==> config.mk <==
export PLATFORM = sky130hd
export DESIGN_NAME = instr_fetch_flat
export DESIGN_NICKNAME = d
export VERILOG_FILES = /design/src/rtl/instr_fetch_if.sv /design/src/rtl/instr_fetch.sv /design/src/flat_wrapper.sv
export SDC_FILE = /design/constraint.sdc
export NUM_CORES = 1
export LEC_CHECK = 0
export ABC_AREA = 1
export CAP_MARGIN = 40
export CORE_AREA = 2 2 179 181
export DETAILED_ROUTE_END_ITERATION = 8
export DIE_AREA = 0 0 181 183
export PLACE_DENSITY = 0.76
export SETUP_SLACK_MARGIN = 0.2
export SYNTH_ARGS = -nofsm -noshare
export SYNTH_HDL_FRONTEND = slang
export SYNTH_SLANG_ARGS = --single-unit
==> constraint.sdc <==
create_clock -name clock -period 2.15 [get_ports clock]
set_input_delay 0.43 -clock clock [delete_from_list [all_inputs] [get_ports clock]]
set_output_delay 0.43 -clock clock [all_outputs]
set_load 0.1 [all_outputs]
### Selected gate families, run 1

The bar under the picture is 50 µm long.
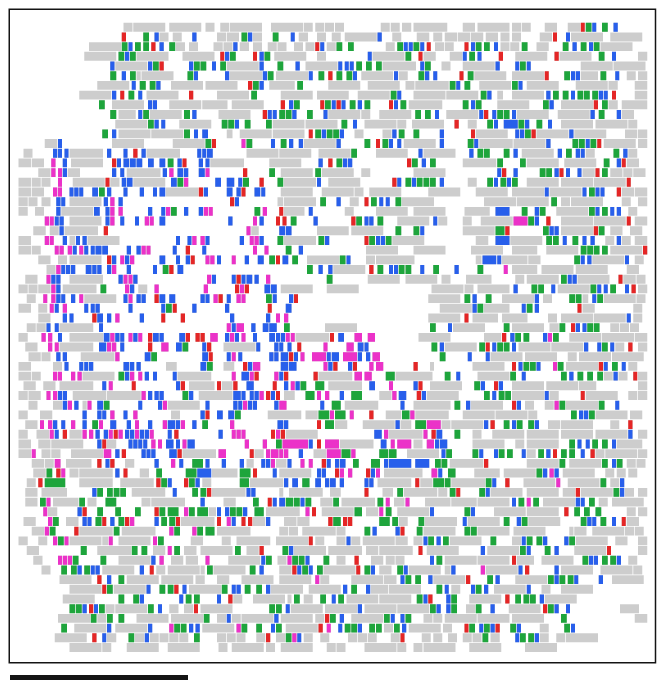
[NOR gates] magenta | cells: 218 | most used: nor2_1
[inverters] red | cells: 201 | most used: inv_1 | where: widely spread
[NAND gates] blue | cells: 685 | most used: nand2_1 | where: widely spread
[inverting AOI/OAI gates] green | cells: 455 | most used: o21ai_0 | where: widely spread
logic share of the area: 30.7%
Finished Layout Cells: 2,728
dominant logic cell type in the layout: nand2_1

### The metal 3 layer, run 1

The bar under the picture is 50 µm long. Cells faint in the background.
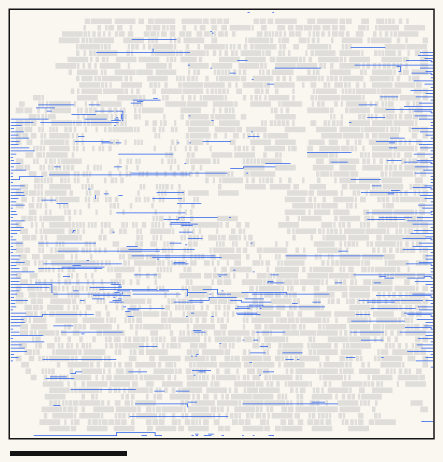
wire length on this layer: 3,070 µm
main direction: horizontal
share of all routed wire: 6.5%
nets with wire on the layer: 309
met3 GRT Util: 4.07%
Via Count: 14.3k
final wirelength: 47.1 mm

### A small window of the routed layout, run 1

The bar under the picture is 10 µm long. Region (116, 26) to (156, 66) µm. Cells in gray, sequential cells in the stronger gray; small squares are vias.
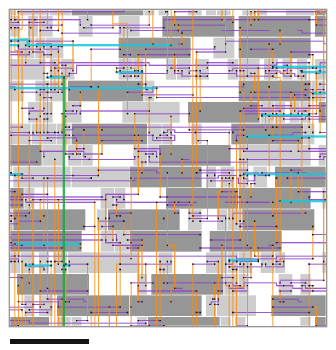
[met4] green
[met1] purple
[met2] orange
[met3] cyan
most frequent: o21ai_0 (25), nand2_1 (24), dfrtp_1 (23)
cells with their middle in the window: 107
sequential cells in the window: 25

### Congestion heat map, run 1

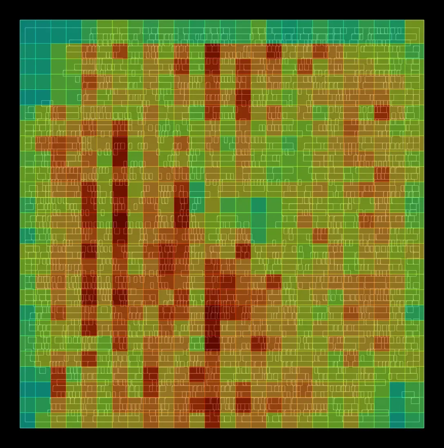
wire per inst: 17.3 µm
met2 usage: 45.1%
final core utilization: 64.1%
Overall Global Routing Usage: 28.5%

==> impl_metrics.json, run 1 <==
{
  "status": "complete, no violations",
  "r2r_cells": 11,
  "largest_cell_class": "flip-flops and latches",
  "grt.overflow.total": 0,
  "gp_congestion": 0.961,
  "core_area_um2": 31200,
  "synth.mux.area_fraction_pct": 0,
  "dieArea_um2": 33100,
  "grt_max_degree": 118,
  "rsz0062_at_grt": "yes",
  "avgViaCountPerCell": 5.26,
  "grt_busiest_layer": "met2",
  "drive_gt1_share_pct": 18.5,
  "dpl-instance-area_um2": 18800,
  "nNonClkInverters": 201,
  "antenna_found_initial": 4,
  "setup_violations": 0,
  "cts_max_path_buffers": 3,
  "crit_fanout": 17,
  "dr.pass1.iters": 5,
  "final_area_um2": 20000,
  "crit_path_end_kind": "flip-flop",
  "edf_count": 0,
  "hold_viol_final": 0,
  "synth.most_common_cell": "nand2_1",
  "finalNetCount": 2399,
  "fp_util_pct": 49.2,
  "clock_buffers": 49,
  "numCtsBuffers": 35,
  "first_global_vias": 13600,
  "clk_pin_slew_ns": 0.06,
  "cap_violations": 0,
  "syn_to_final_growth_pct": 30.2,
  "htreeDepth": 2,
  "worstPathRequired_ns": 2.55,
  "final_max_slew_viol_count": 0,
  "worstPathArrival_ns": 2.31,
  "pre_cts_slack_ns": -0.254,
  "ff2ff_setup_slack_ns": 0.26,
  "area_leaders": "dfrtp_1, nand2_1, o21ai_0",
  "synth_top_area_share_pct": 51.9,
  "clockRootBuffer": "clkbuf_16",
  "placedCellCount": 2659
}
run 1: worst max-delay path, stage by stage:
cell	delay, ns
clkdlybuf4s50_1	0.47
buf_12	0.18
nor2_1	0.52
inv_1	0.29
o32ai_1	0.33
nor2_1	0.07
run 1: layer usage:
layer / part of all wire (%) / vias up / wire [µm]
met1: 45 / 6754 / 21300
li1: - / 6943 / -
met4: 3.4 / 0 / 1620
met3: 6.5 / 94 / 3070
met2: 45 / 554 / 21200
met5: 0 / - / 0
### The metal 1 layer, run 1

The bar under the picture is 50 µm long. Supply wires on this layer in gray.
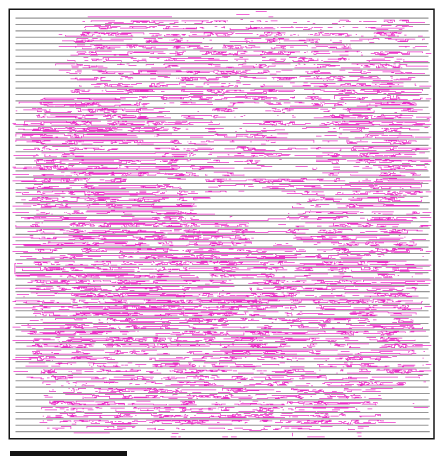

==> run 2: changes to the inputs <==
- PLACE_DENSITY: 0.76 -> not set
- PLACE_DENSITY_LB_ADDON: not set -> 0.05
- clock period: 2.15 -> 2.35 ns (I/O delays scaled with it)
### The metal 1 layer, run 2

The bar under the picture is 50 µm long. Supply wires on this layer in gray.
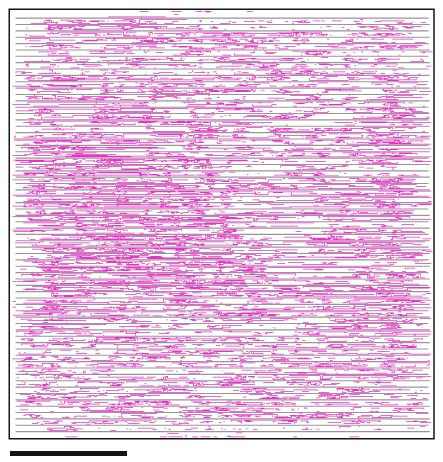
wire length on this layer: 20.7 mm
nets with wire on the layer: 2,170
share of all routed wire: 45%
longest straight run: 60.3 µm
final wirelength: 46.1 mm
Via Count: 14.0k

==> run 2 against run 1 <==
  * Synthesized area stayed put
  * Core utilization down 0.52 points
  * Sequential share of layout area about the same
  * Hold slack better by 0.037 ns
  * Critical path depth decreased by 3
  * Non-clock buffer count is 1 higher
==> impl_metrics.json, run 2 <==
{
  "worst-path-stages": 3,
  "cap_violations": 0,
  "worstPathArrival_ns": 1.53,
  "placedCellCount": 2660,
  "area_leaders": "dfrtp_1, nand2_1, o21ai_0",
  "final_max_slew_viol_count": 0,
  "synth.mux.area_fraction_pct": 0,
  "dr.max_layer_used": "met4",
  "clk_pin_slew_ns": 0.06,
  "dpl-instance-area_um2": 18600,
  "numCtsBuffers": 36,
  "gr-usage-met2_pct": 43.9,
  "dr.pass1.iters": 6,
  "final_layout_top_logic_cell": "nand2_1",
  "status": "complete, no violations",
  "first_global_vias": 13100,
  "clockRootBuffer": "clkbuf_16",
  "cts_max_path_buffers": 3,
  "final_cells": 2724,
  "wl_met2_mm": 21.0,
  "crit_path_end_kind": "output pin",
  "grt_max_degree": 130,
  "final_area_um2": 19800,
  "drt-met1-wl_mm": 20.7,
  "cp_slowest_stage_delay_ns": 0.43,
  "pre_cts_slack_ns": 0.168,
  "fin_util_pct": 63.6,
  "edf_count": 0,
  "met3_usage_pct": 4.53
}
### Congestion heat map, run 2

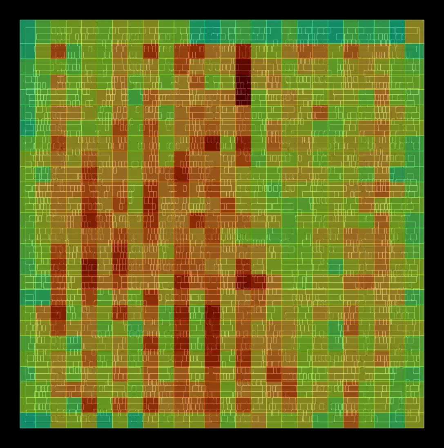
wire per inst: 16.9 µm
Overall Global Routing Usage: 27.6%

==> run 2: cell counts after synthesis <==
Identical to the previous run, type by type.
==> run 2: timing repair <==
action                                  CTS  global route
hold buffers                              1             0
gates resized                             1             0
endpoints found under the hold margin    61             0
endpoints found under the setup margin    1             0
==> run 2: cell type report <==
cell class | count | area, µm² | share of cell area [%]
sequential | 325 | 8140 | 41.0
multi-input combinational | 1369 | 6080 | 30.6
timing repair buffer | 364 | 3170 | 16.0
clock buffer | 48 | 1050 | 5.28
inverter | 201 | 754 | 3.80
tap | 402 | 503 | 2.53
clock inverter | 15 | 148 | 0.744
